$ cat src/rtl/load_use_hazard_unit.sv
// Load-use hazard detection for the 5-stage pipeline. Shadow ID/EX, EX/MEM and MEM/WB
// destination tracking feeds forwarding. A load-use pair inserts a single bubble.
module load_use_hazard_unit #(
    parameter int NB_ADDR  = 5,
    parameter int NB_COUNT = 32
) (
    input  logic                i_clock,
    input  logic                i_reset,
    input  logic                i_enable,
    input  logic                i_valid_id,
    input  logic [NB_ADDR-1:0]  i_rs_id,
    input  logic [NB_ADDR-1:0]  i_rt_id,
    input  logic                i_uses_rs_id,
    input  logic                i_uses_rt_id,
    input  logic [NB_ADDR-1:0]  i_rd_id,
    input  logic                i_wr_enb_id,
    input  logic                i_mem_read_id,
    input  logic                i_flush,
    output logic                o_stall,
    output logic [NB_ADDR-1:0]  o_rf_rd_ex_mem,
    output logic                o_rf_wr_enb_ex_mem,
    output logic [NB_ADDR-1:0]  o_rf_rd_mem_wb,
    output logic                o_rf_wr_enb_mem_wb,
    output logic                o_pipe_empty,
    output logic [NB_COUNT-1:0] o_stall_count
);

    typedef struct packed {
        logic               valid;
        logic [NB_ADDR-1:0] rd;
        logic               wr_enb;
        logic               is_load;
    } entry_t;

    entry_t              id_ex;
    entry_t              ex_mem;
    entry_t              mem_wb;
    entry_t              id_entry;
    logic                hazard;
    logic [NB_COUNT-1:0] stall_count;

    always_comb begin
        hazard = i_valid_id & id_ex.valid & id_ex.is_load & id_ex.wr_enb &
                 ((i_uses_rs_id & (i_rs_id == id_ex.rd)) |
                  (i_uses_rt_id & (i_rt_id == id_ex.rd)));
        // A squashed instruction never needs to wait for its operand.
        o_stall = hazard & ~i_flush;
    end

    always_comb begin
        id_entry = '0;
        if (i_valid_id && !i_flush && !o_stall) begin
            id_entry.valid   = 1'b1;
            id_entry.rd      = i_rd_id;
            id_entry.wr_enb  = i_wr_enb_id & (i_rd_id != '0);
            id_entry.is_load = i_mem_read_id;
        end
    end

    always_ff @(posedge i_clock) begin
        if (i_reset) begin
            id_ex       <= '0;
            ex_mem      <= '0;
            mem_wb      <= '0;
            stall_count <= '0;
        end else if (i_enable) begin
            mem_wb <= ex_mem;
            ex_mem <= id_ex;
            id_ex  <= id_entry;
            if (o_stall && (stall_count != '1)) begin
                stall_count <= stall_count + NB_COUNT'(1);
            end
        end
    end

    always_comb begin
        o_rf_rd_ex_mem     = ex_mem.rd;
        o_rf_wr_enb_ex_mem = ex_mem.wr_enb;
        o_rf_rd_mem_wb     = mem_wb.rd;
        o_rf_wr_enb_mem_wb = mem_wb.wr_enb;
        o_pipe_empty       = ~(id_ex.valid | ex_mem.valid | mem_wb.valid);
        o_stall_count      = stall_count;
    end

endmodule
$ cat config.mk
export PLATFORM = sky130hd
export DESIGN_NAME = load_use_hazard_unit
export DESIGN_NICKNAME = d
export VERILOG_FILES = /design/src/rtl/load_use_hazard_unit.sv
export SDC_FILE = /design/constraint.sdc
export NUM_CORES = 1
export LEC_CHECK = 0
export ABC_AREA = 0
export CAP_MARGIN = 20
export CORE_AREA = 5 5 81 83
export DETAILED_ROUTE_END_ITERATION = 8
export DIE_AREA = 0 0 86 88
export HOLD_SLACK_MARGIN = 0.02
export PLACE_DENSITY = 0.84
export SYNTH_ARGS = -nofsm -noshare
export SYNTH_HDL_FRONTEND = slang
export SYNTH_SLANG_ARGS = --single-unit
$ cat constraint.sdc
create_clock -name i_clock -period 3.2 [get_ports i_clock]
set_input_delay 0.96 -clock i_clock [delete_from_list [all_inputs] [get_ports i_clock]]
set_output_delay 0.96 -clock i_clock [all_outputs]
set_load 0.01 [all_outputs]
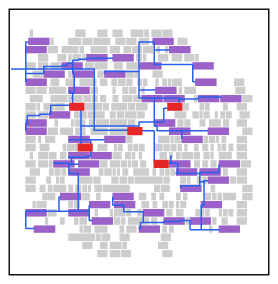
(images/clock_wires.png)
(3 px per µm)
[purple] flip-flops | count: 54
[red] clock-net drivers | count: 5
[blue] clock wires | length: 567 µm
routed clock nets	6

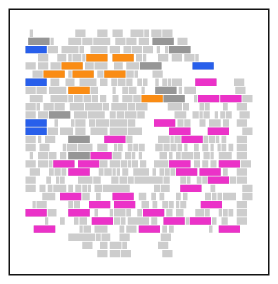
(images/ff_map.png)
(3 px per µm)
colour	signal	placed flops
magenta	o_stall_count	32
blue	o_rf_rd_mem_wb	5
orange	id_ex	8
sequential portion of the cell area: 29.1%
register area: 1080 µm²
final core utilization: 64.4%
P_seq: 0.000681 W

==> report_table.html <==
<h2>Synthesis and place &amp; route</h2>
<table>
<tr><th>Metric</th><th>Value</th></tr>
<tr><th colspan="2">Worst setup path</th></tr>
<tr><td>Max FO, Critical Path</td><td>6</td></tr>
<tr><td>Crit end category</td><td>flop</td></tr>
<tr><td>Critical path buffers and inverters</td><td>7</td></tr>
<tr><td>Slowest cell on crit path</td><td>sky130_fd_sc_hd__clkdlybuf4s50_1</td></tr>
<tr><td>Startpoint of the most critical register-to-register path</td><td>o_stall_count[0]$_SDFFE_PP0P_</td></tr>
<tr><td>Data arrival at the endpoint of the critical path</td><td>3.43 ns</td></tr>
<tr><td>RR Endpoint</td><td>o_stall_count[1]$_SDFFE_PP0P_</td></tr>
<tr><td>Required time reported for the critical path endpoint</td><td>3.43 ns</td></tr>
<tr><td>R2R setup slack</td><td>between 0.6 and 0.7 ns</td></tr>
<tr><td>End point of the critical path</td><td>o_stall_count[12]$_SDFFE_PP0P_</td></tr>
<tr><td>Nature of the critical path startpoint</td><td>input port</td></tr>
<tr><td>Reg2Reg Depth</td><td>8</td></tr>
<tr><td>Crit path cell chain</td><td>clkdlybuf4s50_1 &gt; xnor2_1 &gt; nand2_1 &gt; nor3_4 &gt; buf_4 &gt; buf_4 &gt; buf_4 &gt; buf_4 &gt; buf_4 &gt; o221ai_4 &gt; buf_12 &gt; or4_1 &gt; a21oi_1</td></tr>
<tr><th colspan="2">Clock network</th></tr>
<tr><td>TritonCTS Sinks</td><td>54</td></tr>
<tr><td>Clock H-tree levels</td><td>2</td></tr>
<tr><td>Hold Buf Count CTS</td><td>0</td></tr>
<tr><td>TritonCTS Buffers</td><td>5</td></tr>
<tr><td>Clock tree from TritonCTS</td><td>built</td></tr>
<tr><th colspan="2">Final timing</th></tr>
<tr><td>Number of endpoints failing setup at the final stage</td><td>1</td></tr>
<tr><td>Fin Hold WS</td><td>0.504 ns</td></tr>
<tr><td>Worst Tran Pin Value</td><td>0.815 ns</td></tr>
<tr><td>Headroom to the max-slew limit</td><td>about 46%</td></tr>
<tr><td>Total negative slack for setup checks</td><td>-0.00337 ns</td></tr>
<tr><td>Post-route clock skew</td><td>0.00891 ns</td></tr>
<tr><td>Final Worst Setup Slack</td><td>-0.00337 ns</td></tr>
<tr><th colspan="2">Routing</th></tr>
<tr><td>Wire length on met2</td><td>~3400 µm</td></tr>
<tr><td>Iteration-0 DRC Markers</td><td>83</td></tr>
<tr><td>Iteration tally of the first detailed-router pass</td><td>4</td></tr>
<tr><td>Overall via count from detail_route</td><td>2,550</td></tr>
<tr><td>Mean routed wirelength per cell</td><td>15.2 µm</td></tr>
<tr><td>Met3 wire length</td><td>402 µm</td></tr>
<tr><td>Total routed wirelength</td><td>6890 µm</td></tr>
<tr><th colspan="2">Final layout</th></tr>
<tr><td>Top logic cells by instance count in the layout</td><td>sky130_fd_sc_hd__clkdlybuf4s50_1, sky130_fd_sc_hd__dfxtp_1, sky130_fd_sc_hd__nor2_1</td></tr>
<tr><td>Share of the final layout cell area in multi-input gates</td><td>40.9%</td></tr>
<tr><td>Count of inverters other than clock inverters in the layout</td><td>9</td></tr>
<tr><td>Area fraction of clock buffers and clock inverters</td><td>roughly 2.5%</td></tr>
<tr><td>Count of inserted antenna diode cells</td><td>0</td></tr>
<tr><td>Combinational gate area</td><td>1520 µm²</td></tr>
<tr><td>Relative area of non-clock buffer cells in the final design</td><td>24.2%</td></tr>
<tr><td>FFs &amp; Latches</td><td>54</td></tr>
<tr><td>Top class by area</td><td>multi-input combinational cells</td></tr>
<tr><td>Layout filler cell count</td><td>474</td></tr>
<tr><td>Fraction of layout instances using a drive strength above 1</td><td>14.6%</td></tr>
<tr><td>Area growth syn-to-layout</td><td>39.9%</td></tr>
<tr><th colspan="2">Floorplanning</th></tr>
<tr><td>Tapcells inserted</td><td>75</td></tr>
<tr><td>Total die size</td><td>7570 µm²</td></tr>
<tr><td>Number of cell rows</td><td>28</td></tr>
<tr><td>Effective utilization at floorplan</td><td>46.0%</td></tr>
<tr><th colspan="2">Global route</th></tr>
<tr><td>Overflow after GRT</td><td>0</td></tr>
<tr><td>Met3 track utilization from global routing</td><td>4.52%</td></tr>
<tr><td>Initial antenna violation count</td><td>0</td></tr>
<tr><td>Pin count of the biggest net entering global routing</td><td>roughly 46</td></tr>
<tr><td>Met2 global-route usage</td><td>30.6%</td></tr>
<tr><td>Busiest layer in global routing</td><td>met2</td></tr>
<tr><td>Met1 Use GR</td><td>21.3%</td></tr>
<tr><th colspan="2">Outcome</th></tr>
<tr><td>Violations in the final reports</td><td>negative setup slack</td></tr>
<tr><td>Result of the run</td><td>complete, but fails checks</td></tr>
<tr><th colspan="2">Yosys</th></tr>
<tr><td>Number of warning messages in the yosys log</td><td>0</td></tr>
<tr><td>Netlist area before placement</td><td>around 2700 µm²</td></tr>
<tr><td>And-or/or-and share of the synthesized area</td><td>between 10% and 20%</td></tr>
<tr><td>Fraction of synthesized cell area in xor and xnor cells</td><td>3.95%</td></tr>
<tr><td>Most frequent cell after synthesis</td><td>sky130_fd_sc_hd__dfxtp_1</td></tr>
<tr><td>YS chip area</td><td>2660 µm²</td></tr>
<tr><td>EDFF count, synth</td><td>0</td></tr>
<tr><td>Yosys Instances</td><td>305</td></tr>
<tr><td>Area share of the largest cell type after synthesis</td><td>~40%</td></tr>
<tr><td>Commonest cells in the netlist</td><td>sky130_fd_sc_hd__dfxtp_1, sky130_fd_sc_hd__nor2_1, sky130_fd_sc_hd__a21oi_1, sky130_fd_sc_hd__nand2_1</td></tr>
<tr><td>Area contributors post-synth</td><td>sky130_fd_sc_hd__dfxtp_1, sky130_fd_sc_hd__mux2i_1, sky130_fd_sc_hd__a21oi_1, sky130_fd_sc_hd__nor2_1, sky130_fd_sc_hd__nand4_1</td></tr>
<tr><th colspan="2">Power</th></tr>
<tr><td>Switching part of the total</td><td>22.0%</td></tr>
<tr><td>Pint</td><td>0.000903 W</td></tr>
<tr><td>Combinational Power Share</td><td>8.4%</td></tr>
<tr><td>Final total power</td><td>0.00116 W</td></tr>
<tr><td>Switching power</td><td>between 0.0002 and 0.0003 W</td></tr>
<tr><td>Power per standard cell area</td><td>311 nW/µm²</td></tr>
<tr><td>Flop pwr share</td><td>a little under 60%</td></tr>
<tr><th colspan="2">Placement</th></tr>
<tr><td>IO Port Bufs</td><td>a little under 70</td></tr>
<tr><td>Final weighted congestion of routability-driven global placement</td><td>roughly 0.78</td></tr>
<tr><th colspan="2">Worst hold path</th></tr>
<tr><td>Beginning of the worst hold path</td><td>o_stall_count[23]$_SDFFE_PP0P_</td></tr>
<tr><th colspan="2">Run</th></tr>
<tr><td>Maximum Capacitance Violations</td><td>0</td></tr>
</table>
state kept, by name, indices dropped and copies added, names as in the netlist:
| name | flops |
|---|---|
| o_stall_count | 32 |
| id_ex | 8 |
| o_rf_rd_ex_mem | 5 |
| o_rf_rd_mem_wb | 5 |
| ex_mem | 1 |
| mem_wb | 1 |
| o_rf_wr_enb_ex_mem | 1 |
| o_rf_wr_enb_mem_wb | 1 |
repair_timing:
item                                   in CTS  in global routing
setup buffers                               8                  1
cloned                                      0                  2
resized                                     9                 25
endpoints found under the hold margin       0                  0
pin swaps                                   6                  8
setup endpoints to repair                   1                 18
logic make-up (layout without fill, tap and decap cells):
logic type	count (synthesis)	in the layout
AND/OR/NAND/NOR	129	129
AND-OR/OR-AND	57	57
XOR/XNOR	12	12
multiplexers	20	20
buffers and inverters	32	105
flip-flops	54	54
adder cells (fa/ha/maj)	1	1
metrics by stage:
step / area [µm²] / std cells / setup slack, ns / utilization (%)
after floorplan: 2660 / 305 / 0.426 / -
after global placement: 3380 / 436 / -0.414 / 58.5
after detailed placement: 3380 / 436 / -0.475 / 58.5
after CTS: 3550 / 452 / -0.0106 / 61.5
after global routing: 3720 / 453 / -0.0428 / 64.4
final: 3720 / 453 / -0.00337 / 64.4
power by group through the flow:
| stage | Clock (W) | Combinational (W) | Sequential [W] |
|---|---|---|---|
| 3_3_place_gp | 0 | 0.0000869 | 0.000696 |
| 6_report | 0.000379 | 0.0000972 | 0.000681 |
| 2_1_floorplan | 0 | 0.0000425 | 0.000695 |
| 3_5_place_dp | 0 | 0.0000891 | 0.000696 |
| 5_1_grt | 0.000425 | 0.000104 | 0.000682 |
| 4_1_cts | 0.000393 | 0.0000909 | 0.000680 |
No activity file was given, so power comes from the tool's default toggle rates.
